--- config.mk ---
export PLATFORM = sky130hd
export DESIGN_NAME = riscv_alu_arbiter
export DESIGN_NICKNAME = d
export VERILOG_FILES = /design/src/rtl/riscv_alu_arbiter.sv
export SDC_FILE = /design/constraint.sdc
export NUM_CORES = 1
export LEC_CHECK = 0
export ABC_AREA = 1
export ABC_CLOCK_PERIOD_IN_PS = 1970
export CORE_MARGIN = 5
export CORE_UTILIZATION = 43
export DETAILED_ROUTE_END_ITERATION = 8
export GPL_ROUTABILITY_DRIVEN = 0
export HOLD_SLACK_MARGIN = 0.05
export PLACE_DENSITY = 0.85
export SYNTH_ARGS = -nofsm -noshare
export SYNTH_HDL_FRONTEND = slang
export SYNTH_SLANG_ARGS = --single-unit
export TNS_END_PERCENT = 1
--- constraint.sdc ---
create_clock -name clk -period 1.97 [get_ports clk]
set_clock_uncertainty 0.05 [all_clocks]
set_input_delay 0.197 -clock clk [delete_from_list [all_inputs] [get_ports clk]]
set_output_delay 0.197 -clock clk [all_outputs]
set_load 0.05 [all_outputs]
--- src/rtl/riscv_alu_arbiter.sv ---
// riscv_alu_arbiter
// Lets the execute stage (requester 0) and the branch/AGU unit (requester 1)
// share one external combinational RV32I ALU. Grants are round-robin, and
// only one operation is in flight at a time. Operands are registered toward
// the ALU. The result is captured after one EXEC cycle and held on the
// owner's response channel until that requester accepts it.
module riscv_alu_arbiter #(
    parameter int XLEN = 32,
    parameter int FXW  = 4
) (
    input  logic            clk,
    input  logic            rst_n,
    // requester 0 (execute stage)
    input  logic            r0_valid,
    output logic            r0_ready,
    input  logic [XLEN-1:0] r0_a,
    input  logic [XLEN-1:0] r0_b,
    input  logic [FXW-1:0]  r0_fx,
    output logic            r0_rsp_valid,
    input  logic            r0_rsp_ready,
    output logic [XLEN-1:0] r0_rsp_data,
    output logic            r0_rsp_zero,
    output logic            r0_rsp_err,
    // requester 1 (branch compare / address generation)
    input  logic            r1_valid,
    output logic            r1_ready,
    input  logic [XLEN-1:0] r1_a,
    input  logic [XLEN-1:0] r1_b,
    input  logic [FXW-1:0]  r1_fx,
    output logic            r1_rsp_valid,
    input  logic            r1_rsp_ready,
    output logic [XLEN-1:0] r1_rsp_data,
    output logic            r1_rsp_zero,
    output logic            r1_rsp_err,
    // shared ALU
    output logic [XLEN-1:0] alu_a,
    output logic [XLEN-1:0] alu_b,
    output logic [FXW-1:0]  alu_fx,
    input  logic [XLEN-1:0] alu_out,
    input  logic            alu_zero,
    output logic            busy
);

    localparam logic [1:0] ST_IDLE = 2'b00;
    localparam logic [1:0] ST_EXEC = 2'b01;
    localparam logic [1:0] ST_RESP = 2'b10;

    // Function codes 1110 and 1111 are reserved; the ALU output is meaningless for them.
    function automatic logic f_illegal_fx(input logic [FXW-1:0] fx);
        return (fx == FXW'(4'b1110)) || (fx == FXW'(4'b1111));
    endfunction

    logic [1:0]      r_state;
    logic            r_ptr;      // requester preferred when both are valid
    logic            r_owner;    // requester whose operation is in flight
    logic            r_busy;
    logic [XLEN-1:0] r_alu_a;
    logic [XLEN-1:0] r_alu_b;
    logic [FXW-1:0]  r_alu_fx;
    logic            r_rsp_valid0;
    logic            r_rsp_valid1;
    logic [XLEN-1:0] r_rsp_data0;
    logic [XLEN-1:0] r_rsp_data1;
    logic            r_rsp_zero0;
    logic            r_rsp_zero1;
    logic            r_rsp_err0;
    logic            r_rsp_err1;

    logic [1:0]      w_state_nxt;
    logic            w_gnt0;
    logic            w_gnt1;
    logic            w_rsp_hs;
    logic            w_err;
    logic [XLEN-1:0] w_data;
    logic            w_zero;

    // Grant selection, response handshake detection and next-state logic.
    always_comb begin
        w_state_nxt = r_state;
        w_gnt0      = 1'b0;
        w_gnt1      = 1'b0;
        w_rsp_hs    = 1'b0;
        case (r_state)
            ST_IDLE: begin
                if (r0_valid && (!r1_valid || !r_ptr)) begin
                    w_gnt0 = 1'b1;
                end else if (r1_valid) begin
                    w_gnt1 = 1'b1;
                end else begin
                    w_gnt0 = 1'b0;
                end
                if (w_gnt0 || w_gnt1) begin
                    w_state_nxt = ST_EXEC;
                end else begin
                    w_state_nxt = ST_IDLE;
                end
            end
            ST_EXEC: begin
                w_state_nxt = ST_RESP;
            end
            ST_RESP: begin
                if (r_owner) begin
                    w_rsp_hs = r_rsp_valid1 && r1_rsp_ready;
                end else begin
                    w_rsp_hs = r_rsp_valid0 && r0_rsp_ready;
                end
                if (w_rsp_hs) begin
                    w_state_nxt = ST_IDLE;
                end else begin
                    w_state_nxt = ST_RESP;
                end
            end
            default: begin
                w_state_nxt = ST_IDLE;
            end
        endcase
    end

    // Reserved codes return a clean zero result with the error flag set.
    always_comb begin
        w_err = f_illegal_fx(r_alu_fx);
        if (w_err) begin
            w_data = {XLEN{1'b0}};
            w_zero = 1'b0;
        end else begin
            w_data = alu_out;
            w_zero = alu_zero;
        end
    end

    // Sequencer state, round-robin pointer, owner and busy flag.
    always_ff @(posedge clk or negedge rst_n) begin
        if (!rst_n) begin
            r_state <= ST_IDLE;
            r_ptr   <= 1'b0;
            r_owner <= 1'b0;
            r_busy  <= 1'b0;
        end else begin
            r_state <= w_state_nxt;
            r_busy  <= (w_state_nxt != ST_IDLE);
            if (w_gnt0) begin
                r_owner <= 1'b0;
                r_ptr   <= 1'b1;
            end else if (w_gnt1) begin
                r_owner <= 1'b1;
                r_ptr   <= 1'b0;
            end else begin
                r_owner <= r_owner;
                r_ptr   <= r_ptr;
            end
        end
    end

    // Operand registers feeding the ALU, loaded only on a request handshake.
    always_ff @(posedge clk or negedge rst_n) begin
        if (!rst_n) begin
            r_alu_a  <= {XLEN{1'b0}};
            r_alu_b  <= {XLEN{1'b0}};
            r_alu_fx <= {FXW{1'b0}};
        end else if (w_gnt0) begin
            r_alu_a  <= r0_a;
            r_alu_b  <= r0_b;
            r_alu_fx <= r0_fx;
        end else if (w_gnt1) begin
            r_alu_a  <= r1_a;
            r_alu_b  <= r1_b;
            r_alu_fx <= r1_fx;
        end else begin
            r_alu_a  <= r_alu_a;
            r_alu_b  <= r_alu_b;
            r_alu_fx <= r_alu_fx;
        end
    end

    // Response registers: capture into the owner's slot in EXEC, release on its handshake.
    always_ff @(posedge clk or negedge rst_n) begin
        if (!rst_n) begin
            r_rsp_valid0 <= 1'b0;
            r_rsp_valid1 <= 1'b0;
            r_rsp_data0  <= {XLEN{1'b0}};
            r_rsp_data1  <= {XLEN{1'b0}};
            r_rsp_zero0  <= 1'b0;
            r_rsp_zero1  <= 1'b0;
            r_rsp_err0   <= 1'b0;
            r_rsp_err1   <= 1'b0;
        end else if (r_state == ST_EXEC) begin
            if (r_owner) begin
                r_rsp_valid1 <= 1'b1;
                r_rsp_data1  <= w_data;
                r_rsp_zero1  <= w_zero;
                r_rsp_err1   <= w_err;
            end else begin
                r_rsp_valid0 <= 1'b1;
                r_rsp_data0  <= w_data;
                r_rsp_zero0  <= w_zero;
                r_rsp_err0   <= w_err;
            end
        end else if (w_rsp_hs) begin
            if (r_owner) begin
                r_rsp_valid1 <= 1'b0;
            end else begin
                r_rsp_valid0 <= 1'b0;
            end
        end else begin
            r_rsp_valid0 <= r_rsp_valid0;
            r_rsp_valid1 <= r_rsp_valid1;
        end
    end

    assign r0_ready     = w_gnt0;
    assign r1_ready     = w_gnt1;
    assign r0_rsp_valid = r_rsp_valid0;
    assign r0_rsp_data  = r_rsp_data0;
    assign r0_rsp_zero  = r_rsp_zero0;
    assign r0_rsp_err   = r_rsp_err0;
    assign r1_rsp_valid = r_rsp_valid1;
    assign r1_rsp_data  = r_rsp_data1;
    assign r1_rsp_zero  = r_rsp_zero1;
    assign r1_rsp_err   = r_rsp_err1;
    assign alu_a        = r_alu_a;
    assign alu_b        = r_alu_b;
    assign alu_fx       = r_alu_fx;
    assign busy         = r_busy;

endmodule
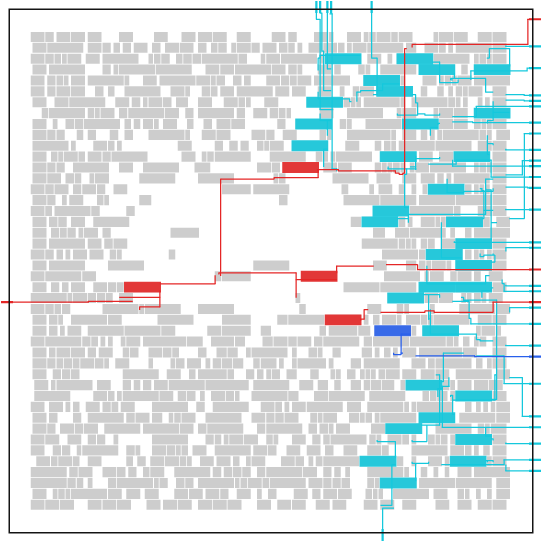
(run_1/port_trees.png)
Drawn at 4 px/um.
Key: r1_rsp_data = cyan [bits 32, direction output, end cells 32, buffers 32, wire 981 um]; alu_fx = red [bits 4, direction output, end cells 4, buffers 4, wire 338 um]; r1_rsp_err = blue [bits 1, direction output, end cells 1, buffers 1, wire 39.0 um]

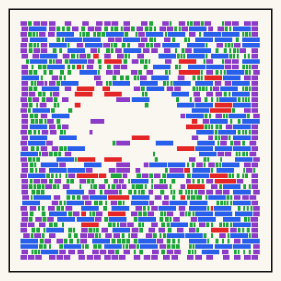
(run_1/class_map.png)
Drawn at 2 px/um.
Key: clock drivers and dummy loads = red [cells 32, share of their area 6.6%]; registers = blue [cells 143, share of their area 36%]; remaining buffers and delay cells = purple [cells 337, share of their area 34%]; remaining logic cells = green [cells 474, share of their area 23%]

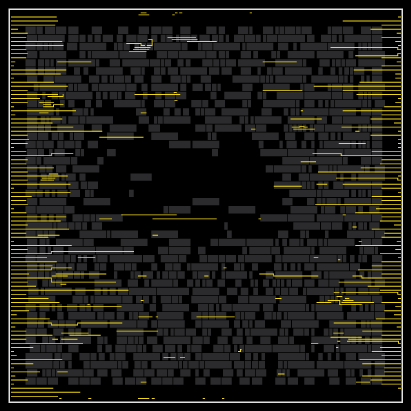
(run_1/m3.png)
Drawn at 3 px/um. Cells faint in the background.
232 nets have wire on it. The longest straight run is 38.9 um.

==> metrics.cfg, run 1 <==
[yosys]
top_cell = nand2_1
ys_sh_simple_pct = 31.0
synthArstFlopShare_pct = 100
area_leaders = dfrtp_1 (57%), nand4_1 (14%), nand2_1 (11%), nand3_1 (5.9%), o21ai_0 (3.9%)
top_area_share_pct = 57.3
ys.flops = 143
syn_area_sq_um = 6240
ys_cells = 686
common_cells = nand2_1 (179), dfrtp_1 (143), nand4_1 (136), nand3_1 (73), o21ai_0 (49)
logic_family = simple AND/OR/NAND/NOR gates

[layout]
antenna_cells = 0
syn_to_final_growth_pct = 63.6
lay_top_count = clkdlybuf4s50_1
most-common-layout-cells = clkdlybuf4s50_1 (309), nand2_1 (178), dfrtp_1 (143)

[timing]
fin_crit_sh_pct = 97.1
min_period_ns = 1.91
whs_ns = 0.140
tightest_slew_ns = 0.607

[floorplan]
chipArea_sq_um = 17000
fp-utilization_pct = 43.5

[clocking]
cts_max_level = 4
cts.reportedPaths.clkPinSlew_ns = 0.06
root_buffer = clkbuf_16
clock-sinks = 143
cts_tree = built
cts_resized = 0

[placed_design]
hpwlAfterDp_um = 15500
placed_cells = 1137

[run_status]
outcome = complete, no violations

[power_and_ir_drop]
peakVddDrop_mv = 1.12
power-per-cell-area_nw_per_um2 = 2040
clkPwrFrac_pct = 17.3
power_sequential_uw = 5220
switching_share_pct = 49.8
top_power_group = combinational cells

[setup_path]
crit_path_end = alu_fx[2]
critPathSlowestCell = clkdlybuf4s50_1
cp_num_buf_inv = 1
path_delay_family = buffers and inverters
worst_r2r_startpoint = r_state[1]
required_ns = 1.72
crit_path_max_fanout = 3
critical_path_class = flip-flop to primary output

[routing]
top_layer_used = met4
wl_met3_um = 2350
drcViolationCount = 0

[min_path]
whs_endpoint = alu_b[13]

[global_route]
use_met3_pct = 8.86
met2_usage_pct = 42.4
antenna_found_initial = 0

[run 1: state kept, by name, indices dropped and copies added, names as in the netlist]
| signal | count |
|---|---|
| alu_a | 32 |
| alu_b | 32 |
| alu_fx | 4 |
| busy | 1 |
| r0_rsp_data | 32 |
| r0_rsp_err | 1 |
| r0_rsp_valid | 1 |
| r0_rsp_zero | 1 |
| r1_rsp_data | 32 |
| r1_rsp_err | 1 |
| r1_rsp_valid | 1 |
| r1_rsp_zero | 1 |
| r_owner | 1 |
| r_ptr | 1 |
| r_state | 2 |
[run 1: area by class of cell]
class	instances	area [sq um]	area share (%)
flip-flops and latches	143	3580	35.0
repair buffers	337	3400	33.3
multi-input cells	467	2320	22.7
clock buffers	18	429	4.20
clock inverters	14	230	2.25
well taps	184	230	2.25
inverters	7	26.3	0.257
==> run_1/clock_nets.png <==
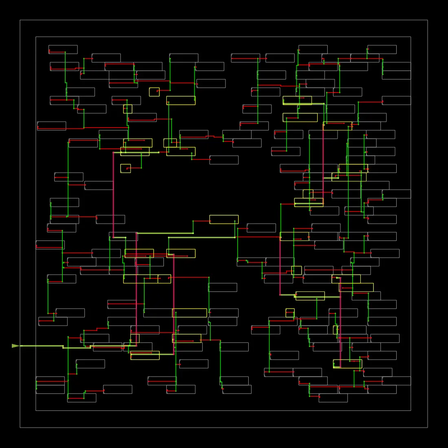

==> run 2, diff against run 1 <==
ABC_CLOCK_PERIOD_IN_PS = 2200   (was 1970)
CORE_UTILIZATION = 42   (was 43)
PLACE_DENSITY = 0.84   (was 0.85)
clock period = 2.2 ns   (was 1.97 ns; I/O delays follow)
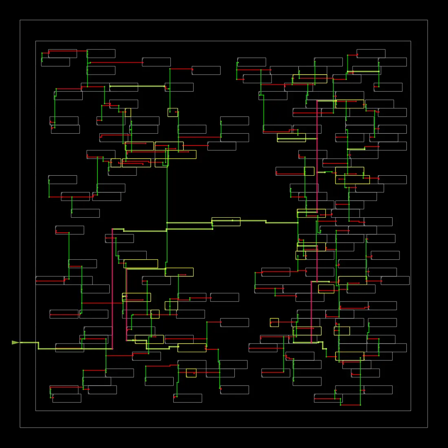
(run_2/clock_nets.png)
# clk buffers: 19
num sequential: 143
number of clock sinks: 143

==> run 2 against run 1 <==
Against the previous run:
- cell count increased by 0.17%
- clock power fell by 16%
- total power shrank 11%
==> metrics.cfg, run 2 <==
[layout]
syn_to_final_growth_pct = 62.7
lay_top_count = clkdlybuf4s50_1
mi_logic_area_sq_um = 2320
seq_area_sq_um = 3580
most-common-layout-cells = clkdlybuf4s50_1 (310), nand2_1 (178), dfrtp_1 (143)

[setup_path]
crit_path_end = alu_fx[3]
cp_num_buf_inv = 1
critPathSlowestCell = clkdlybuf4s50_1
crit_path_max_fanout = 3
critical_path_class = flip-flop to primary output
required_ns = 1.93
path_delay_family = buffers and inverters
worst_r2r_startpoint = r_state[0]

[clocking]
cts_tree = built
cts_max_level = 4
cts.reportedPaths.clkPinSlew_ns = 0.06
cts_resized = 0

[global_route]
met2_usage_pct = 41.3
antenna_found_initial = 1

[timing]
min_period_ns = 2.00
tightest_slew_ns = 0.629
whs_ns = 0.191
fin_crit_sh_pct = 90.8

[yosys]
area_leaders = dfrtp_1 (57%), nand4_1 (14%), nand2_1 (11%), nand3_1 (5.9%), o21ai_0 (3.9%)
top_cell = nand2_1
common_cells = nand2_1 (179), dfrtp_1 (143), nand4_1 (136), nand3_1 (73), o21ai_0 (49)
logic_family = simple AND/OR/NAND/NOR gates
synthArstFlopShare_pct = 100
top_area_share_pct = 57.3
ys_sh_simple_pct = 31.0
ys.flops = 143
syn_area_sq_um = 6240
ys_cells = 686

[routing]
wl_met3_um = 2720
drcViolationCount = 0

[floorplan]
row_count = 44
chipArea_sq_um = 17400

[min_path]
whs_endpoint = alu_b[1]

[power_and_ir_drop]
power_sequential_uw = 4720
switching_share_pct = 50.5
peakVddDrop_mv = 0.944
top_power_group = combinational cells
clkPwrFrac_pct = 16.4

[run_status]
outcome = complete, no violations

==> run 2: netlist changes by cell type in the layout (fill, tap and decap cells not counted), sizes merged <==
| cell | before | now |
|---|---|---|
| clkinv | 1 | 3 |
| diode | 0 | 1 |
| clkbuf | 18 | 19 |
| clkdlybuf4s50 | 309 | 310 |
| bufinv | 5 | 3 |
| clkinvlp | 3 | 2 |
==> run 2: cell type report <==
cell class | count | area share, %
flip-flops and latches | 143 | 35.2
repair buffers | 338 | 33.2
multi-input cells | 467 | 22.8
clock buffers | 19 | 4.46
well taps | 184 | 2.27
clock inverters | 13 | 1.74
inverters | 7 | 0.259
diodes | 1 | 0.0246
Power is estimated from default activity; no workload was simulated.
